### config.mk
export PLATFORM = sky130hd
export DESIGN_NAME = ctl_fsm
export DESIGN_NICKNAME = d
export VERILOG_FILES = /design/src/rtl/ctl_fsm.sv
export SDC_FILE = /design/constraint.sdc
export NUM_CORES = 1
export LEC_CHECK = 0
export CAP_MARGIN = 20
export CORE_MARGIN = 4
export CORE_UTILIZATION = 44
export CTS_CLUSTER_SIZE = 20
export DETAILED_ROUTE_END_ITERATION = 12
export GPL_TIMING_DRIVEN = 0
export PLACE_DENSITY = 0.86
export SYNTH_ARGS = -nofsm -noshare
export SYNTH_HDL_FRONTEND = slang
export SYNTH_SLANG_ARGS = --single-unit
### constraint.sdc
create_clock -name clk_i -period 2.6 [get_ports clk_i]
set_input_delay 0.26 -clock clk_i [delete_from_list [all_inputs] [get_ports clk_i]]
set_output_delay 0.26 -clock clk_i [all_outputs]
set_load 0.01 [all_outputs]
### src/rtl/ctl_fsm.sv
`default_nettype none
// ---------------------------------------------------------------------------
// ctl_fsm : multi-cycle control unit with valid/ready instruction intake
// Rev 1.0
// ---------------------------------------------------------------------------

package ctl_fsm_pkg;
    typedef logic [7:0] reg_t;
    typedef logic [1:0] alu_op_t;

    localparam alu_op_t ALU_OP_ADD = 2'd0;
    localparam alu_op_t ALU_OP_SUB = 2'd1;

    localparam logic [7:0] OPCODE_NOP  = 8'h00;
    localparam logic [7:0] OPCODE_HLT  = 8'h01;
    localparam logic [7:0] OPCODE_IMOV = 8'h02;
    localparam logic [7:0] OPCODE_IADD = 8'h03;
    localparam logic [7:0] OPCODE_ISUB = 8'h04;
    localparam logic [7:0] OPCODE_MOV  = 8'h05;
    localparam logic [7:0] OPCODE_JMP  = 8'h06;

    // Power-up contract bit: 1 = halt on undefined opcode, 0 = request reset
    localparam int PUC_EOH = 0;
endpackage

module ctl_fsm
    import ctl_fsm_pkg::*;
#(
    parameter int                  WORD_LEN     = 64,
    parameter int                  N_PUC        = 2,
    parameter int                  PC_WIDTH     = 32,
    parameter logic [PC_WIDTH-1:0] RESET_VECTOR = '0,
    parameter int unsigned         PC_STEP      = 4
) (
    input  logic                clk_i,
    input  logic                reset_ni,
    input  logic                inst_valid_i,
    output logic                inst_ready_o,
    input  logic [31:0]         inst_i,
    output reg_t                reg_rd_id_o,
    input  logic [WORD_LEN-1:0] reg_value_i,
    input  logic [WORD_LEN-1:0] alu_op_res_i,
    input  logic [N_PUC-1:0]    puc_i,
    output logic [PC_WIDTH-1:0] pc_o,
    output logic                reg_write_en_o,
    output reg_t                reg_id_o,
    output logic [WORD_LEN-1:0] reg_value_o,
    output logic [WORD_LEN-1:0] alu_op_a_o,
    output logic [WORD_LEN-1:0] alu_op_b_o,
    output alu_op_t             alu_opc_o,
    output logic                halted_o,
    output logic                reset_o
);

    localparam logic [2:0] ST_FETCH  = 3'd0;
    localparam logic [2:0] ST_DECODE = 3'd1;
    localparam logic [2:0] ST_EXEC   = 3'd2;
    localparam logic [2:0] ST_HALT   = 3'd3;
    localparam logic [2:0] ST_FAULT  = 3'd4;

    logic [2:0]          state_q,   state_d;
    logic [PC_WIDTH-1:0] pc_q,      pc_d;
    logic [31:0]         inst_q,    inst_d;
    logic                we_q,      we_d;
    reg_t                rid_q,     rid_d;
    logic [WORD_LEN-1:0] rval_q,    rval_d;
    logic [WORD_LEN-1:0] opa_q,     opa_d;
    logic [WORD_LEN-1:0] opb_q,     opb_d;
    alu_op_t             opc_q,     opc_d;
    logic                rstreq_q,  rstreq_d;

    logic [7:0]          w_opcode;
    reg_t                w_rd;
    reg_t                w_rs;
    logic [WORD_LEN-1:0] w_imm;
    logic [25:0]         w_jmp_tgt;
    logic                w_unused_puc;

    assign w_opcode     = inst_q[7:0];
    assign w_rd         = inst_q[15:8];
    assign w_rs         = inst_q[23:16];
    assign w_imm        = WORD_LEN'(inst_q[31:16]);
    assign w_jmp_tgt    = {inst_q[31:8], 2'b00};
    assign w_unused_puc = ^puc_i;

    // Register read port tracks the latched instruction so DECODE sees data same-cycle
    assign reg_rd_id_o = (w_opcode == OPCODE_MOV) ? w_rs : w_rd;

    always_comb begin
        state_d  = state_q;
        pc_d     = pc_q;
        inst_d   = inst_q;
        we_d     = we_q;
        rid_d    = rid_q;
        rval_d   = rval_q;
        opa_d    = opa_q;
        opb_d    = opb_q;
        opc_d    = opc_q;
        rstreq_d = rstreq_q;

        case (state_q)
            ST_FETCH: begin
                we_d = 1'b0;
                if (inst_valid_i) begin
                    inst_d  = inst_i;
                    pc_d    = pc_q + PC_WIDTH'(PC_STEP);
                    state_d = ST_DECODE;
                end
            end

            ST_DECODE: begin
                case (w_opcode)
                    OPCODE_NOP: state_d = ST_FETCH;
                    OPCODE_HLT: state_d = ST_HALT;
                    OPCODE_IMOV: begin
                        rid_d   = w_rd;
                        rval_d  = w_imm;
                        we_d    = 1'b1;
                        state_d = ST_FETCH;
                    end
                    OPCODE_MOV: begin
                        rid_d   = w_rd;
                        rval_d  = reg_value_i;
                        we_d    = 1'b1;
                        state_d = ST_FETCH;
                    end
                    OPCODE_IADD, OPCODE_ISUB: begin
                        opa_d   = reg_value_i;
                        opb_d   = w_imm;
                        opc_d   = (w_opcode == OPCODE_ISUB) ? ALU_OP_SUB : ALU_OP_ADD;
                        rid_d   = w_rd;
                        state_d = ST_EXEC;
                    end
                    OPCODE_JMP: begin
                        pc_d    = PC_WIDTH'(w_jmp_tgt);
                        state_d = ST_FETCH;
                    end
                    default: state_d = ST_FAULT;
                endcase
            end

            ST_EXEC: begin
                rval_d  = alu_op_res_i;
                we_d    = 1'b1;
                state_d = ST_FETCH;
            end

            ST_FAULT: begin
                if (!puc_i[PUC_EOH]) begin
                    rstreq_d = 1'b1;
                end else begin
                    state_d = ST_HALT;
                end
            end

            ST_HALT: state_d = ST_HALT;

            default: state_d = ST_FAULT;
        endcase
    end

    always_ff @(posedge clk_i or negedge reset_ni) begin
        if (!reset_ni) begin
            state_q  <= ST_FETCH;
            pc_q     <= RESET_VECTOR;
            inst_q   <= {24'h0, OPCODE_NOP};
            we_q     <= 1'b0;
            rid_q    <= '0;
            rval_q   <= '0;
            opa_q    <= '0;
            opb_q    <= '0;
            opc_q    <= ALU_OP_ADD;
            rstreq_q <= 1'b0;
        end else begin
            state_q  <= state_d;
            pc_q     <= pc_d;
            inst_q   <= inst_d;
            we_q     <= we_d;
            rid_q    <= rid_d;
            rval_q   <= rval_d;
            opa_q    <= opa_d;
            opb_q    <= opb_d;
            opc_q    <= opc_d;
            rstreq_q <= rstreq_d;
        end
    end

    assign inst_ready_o   = (state_q == ST_FETCH);
    assign halted_o       = (state_q == ST_HALT);
    assign pc_o           = pc_q;
    assign reg_write_en_o = we_q;
    assign reg_id_o       = rid_q;
    assign reg_value_o    = rval_q;
    assign alu_op_a_o     = opa_q;
    assign alu_op_b_o     = opb_q;
    assign alu_opc_o      = opc_q;
    assign reset_o        = rstreq_q;

endmodule

`default_nettype wire

==> run_1/class_map.png <==
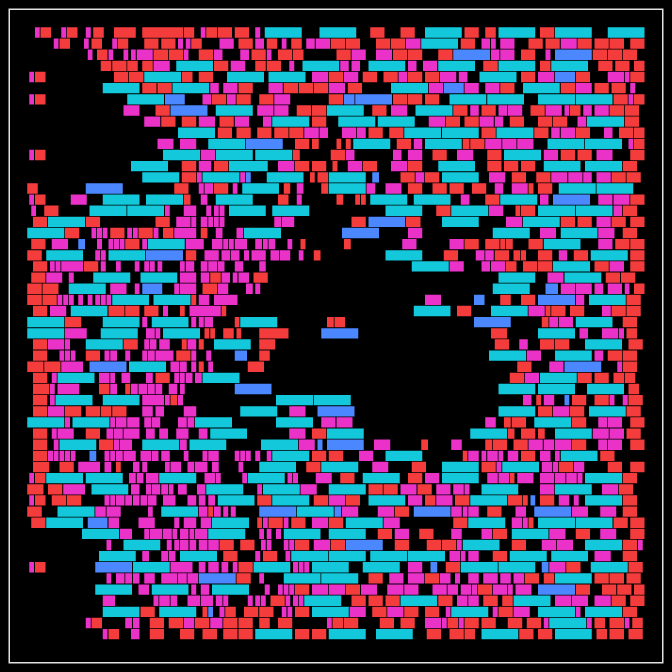
Blue is clock drivers and dummy loads, cells 45, share of their area 5.2%. Magenta is remaining logic cells, cells 610, share of their area 28%. Cyan is registers, cells 220, share of their area 37%. Red is remaining buffers and delay cells, cells 481, share of their area 30%.
core area: 22,600 um^2
# rows: 55
final std cell area, no fill: 15,200 um^2
final core occ: 67.3%
flop share of the area: 36.2%

==> run_1/clock_wires.png <==
Bar = 50 um.
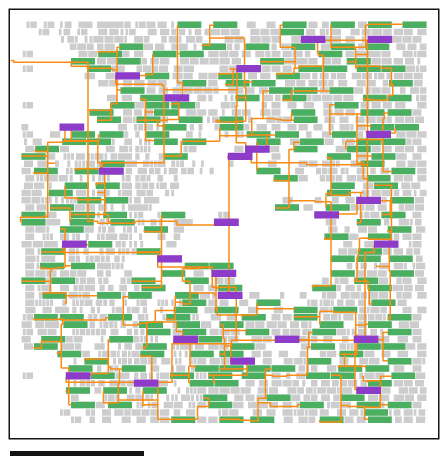
Orange is clock wires, length 2,920 um. Purple is clock-net drivers, count 25. Green is flip-flops, count 220.
There are 26 routed clock nets. Position of the flops: all over the die.
clk_skew: 11.4 ps
Clk. pwr: 0.00335 W
Clock power frac: 20.3%
Worst-Skew Late Latency: 510 ps

==> flow_summary.json, run 1 <==
{
  "total_power_w": 0.0166,
  "finalSetupViolCount": 8,
  "antenna_found_initial": 2,
  "busiest_layer": "met2",
  "violations": "negative setup slack",
  "signal_buffers": 481,
  "rsz0062_at_grt": "yes",
  "dp_cells": 1584,
  "grt_pass1_vias": 9252,
  "synthDistinctLibCells": 60,
  "n_all_inverters": 5,
  "hp-class": "primary input to flop",
  "endpoint_kind": "output port",
  "status": "complete, but fails checks",
  "cts_buffer_depth": 3,
  "drtAntennaViolNets": 0,
  "ioPinCount": 411,
  "dieHeight_um": 159,
  "p_sw_w": 0.00592,
  "grt_max_degree": 117,
  "layout_setup_ws_ps": -105,
  "cpMaxStageDelayCell": "or4_4"
}
==> run_1/gates.png <==
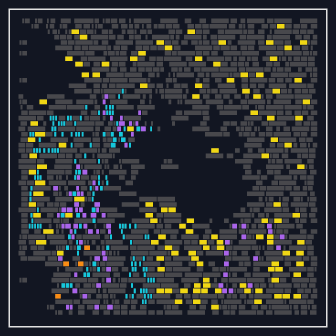
Orange is xor and xnor cells, cells 4, where south-west. Cyan is nand cells, cells 140. Purple is aoi and oai cells, cells 75. Yellow is mux cells, cells 114, where all over the die.
most used logic cell in the final layout: clkdlybuf4s50_1
fraction of standard cell area in multi-input logic: 27.2%
Final Non-Filler Cells: 1,642

==> run 2, diff against run 1 <==
--- a/config.mk
+++ b/config.mk
@@ -12,6 +12,7 @@
 export DETAILED_ROUTE_END_ITERATION = 12
 export GPL_TIMING_DRIVEN = 0
 export PLACE_DENSITY = 0.86
+export SLEW_MARGIN = 25
 export SYNTH_ARGS = -nofsm -noshare
 export SYNTH_HDL_FRONTEND = slang
 export SYNTH_SLANG_ARGS = --single-unit
==> run_2/clock_nets.png <==
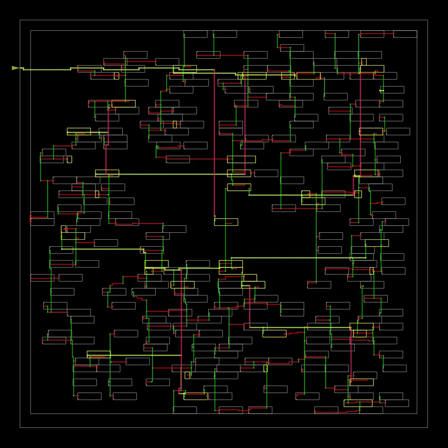
clk_buf instances: 32
CTS Buf Count: 24
Flops: 220
clock sinks: 220
Clk. pwr: 0.00343 W

==> flow_summary.json, run 2 <==
{
  "status": "complete, no violations",
  "cts_buffer_depth": 3,
  "critPathMaxStageDelay_ps": 550,
  "finalInstanceArea_um2": 15300,
  "drtAntennaViolNets": 0,
  "clk_pin_slew_ps": 60,
  "rows": 55,
  "grt_pass1_vias": 9315,
  "ioPinCount": 411,
  "fin_cells": 1642,
  "core_um2": 22600,
  "antenna_found_initial": 1,
  "final_common_cell": "clkdlybuf4s50_1",
  "power_frac_clock_pct": 20.6,
  "rsz0062_at_grt": "yes",
  "hp-class": "primary input to async pin",
  "grt_max_degree": 66,
  "busiest_layer": "met2",
  "layout_setup_ws_ps": 0.820,
  "clock.latency.late_pin_ps": 510,
  "finalSetupViolCount": 0,
  "finClkSkew_ps": 12.5,
  "p_sw_w": 0.00590,
  "cpMaxStageDelayCell": "or4_4",
  "dieHeight_um": 159,
  "dp_cells": 1586,
  "p_comb_share_pct": 42.9,
  "comb_share_pct": 27.1,
  "seq_share_pct": 36.1,
  "powerComb_w": 0.00715,
  "total_power_w": 0.0166,
  "final_util_pct": 67.6,
  "n_all_inverters": 5
}
==> run 3, diff against run 2 <==
--- a/config.mk
+++ b/config.mk
@@ -12,6 +12,7 @@
 export DETAILED_ROUTE_END_ITERATION = 12
 export GPL_TIMING_DRIVEN = 0
 export PLACE_DENSITY = 0.86
+export SETUP_SLACK_MARGIN = 0.02
 export SLEW_MARGIN = 25
 export SYNTH_ARGS = -nofsm -noshare
 export SYNTH_HDL_FRONTEND = slang
==> constraint.sdc (replaced) <==
create_clock -name clk_i -period 2.6 [get_ports clk_i]
set_input_delay 0.78 -clock clk_i [delete_from_list [all_inputs] [get_ports clk_i]]
set_output_delay 0.78 -clock clk_i [all_outputs]
set_load 0.01 [all_outputs]
==> run_3/clock_wires.png <==
Bar = 50 um.
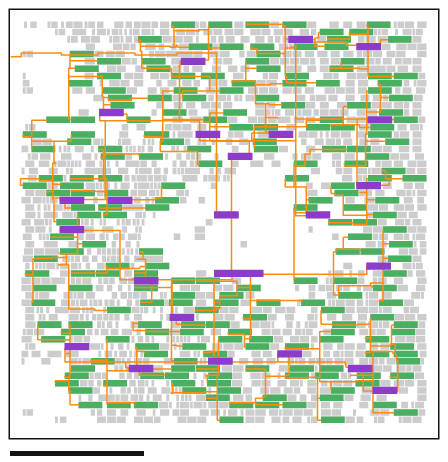
Green is flip-flops, count 220. Orange is clock wires, length 2,920 um. Purple is clock-net drivers, count 25.
Position of the flops: all over the die.
Clock power frac: 20.6%
clk_skew: 8.83 ps
Clk. pwr: 0.00344 W

==> flow_summary.json, run 3 <==
{
  "grt_pass1_vias": 9254,
  "hp-class": "primary input to async pin",
  "ioPinCount": 411,
  "routedWlPerCell_um": 21.9,
  "rows": 55,
  "cp_data_arrival_time_ps": 2350,
  "violations": "negative setup slack",
  "layout_setup_ws_ps": -532,
  "p_sw_w": 0.00584,
  "dieHeight_um": 159,
  "antenna_found_initial": 0,
  "clockBufferCount": 38,
  "powerComb_w": 0.00722,
  "seq_cells": 220,
  "critPathMaxStageDelay_ps": 570,
  "cts_made_buffers": 25,
  "cpMaxStageDelayCell": "or4_4",
  "comb_share_pct": 27.2,
  "synthCells": 890,
  "swShare_pct": 35.0,
  "p_comb_share_pct": 43.4,
  "clockRootBuffer": "clkbuf_16",
  "busiest_layer": "met2",
  "critical_path_depth": 6,
  "seq-power_w": 0.00600,
  "total_power_w": 0.0167,
  "cts_sinks": 220,
  "finalInstanceArea_um2": 15300,
  "rsz0062_at_grt": "yes",
  "fin_cells": 1642,
  "cts_buffer_depth": 3,
  "hold_viol_final": 0,
  "seq_share_pct": 36.1,
  "grt_max_degree": 88,
  "cp-startpoint": "inst_q[6]",
  "ys_sh_xor_pct": 0.348,
  "clk_pin_slew_ps": 60,
  "synth-simple-area-share_pct": 14.3,
  "finalSetupViolCount": 8,
  "syn2layout_area_growth_pct": 51.8,
  "clock.latency.late_pin_ps": 510,
  "top_cells_by_count": "220 x dfrtp_1, 115 x nand2_1, 77 x mux2_2, 56 x and3_1, 54 x buf_4",
  "final_util_pct": 67.6,
  "wl_met2_um": 17800,
  "dp_cells": 1585,
  "n_all_inverters": 5,
  "status": "complete, but fails checks",
  "core_um2": 22600,
  "drtAntennaViolNets": 0
}
No activity file was given, so power comes from the tool's default toggle rates.
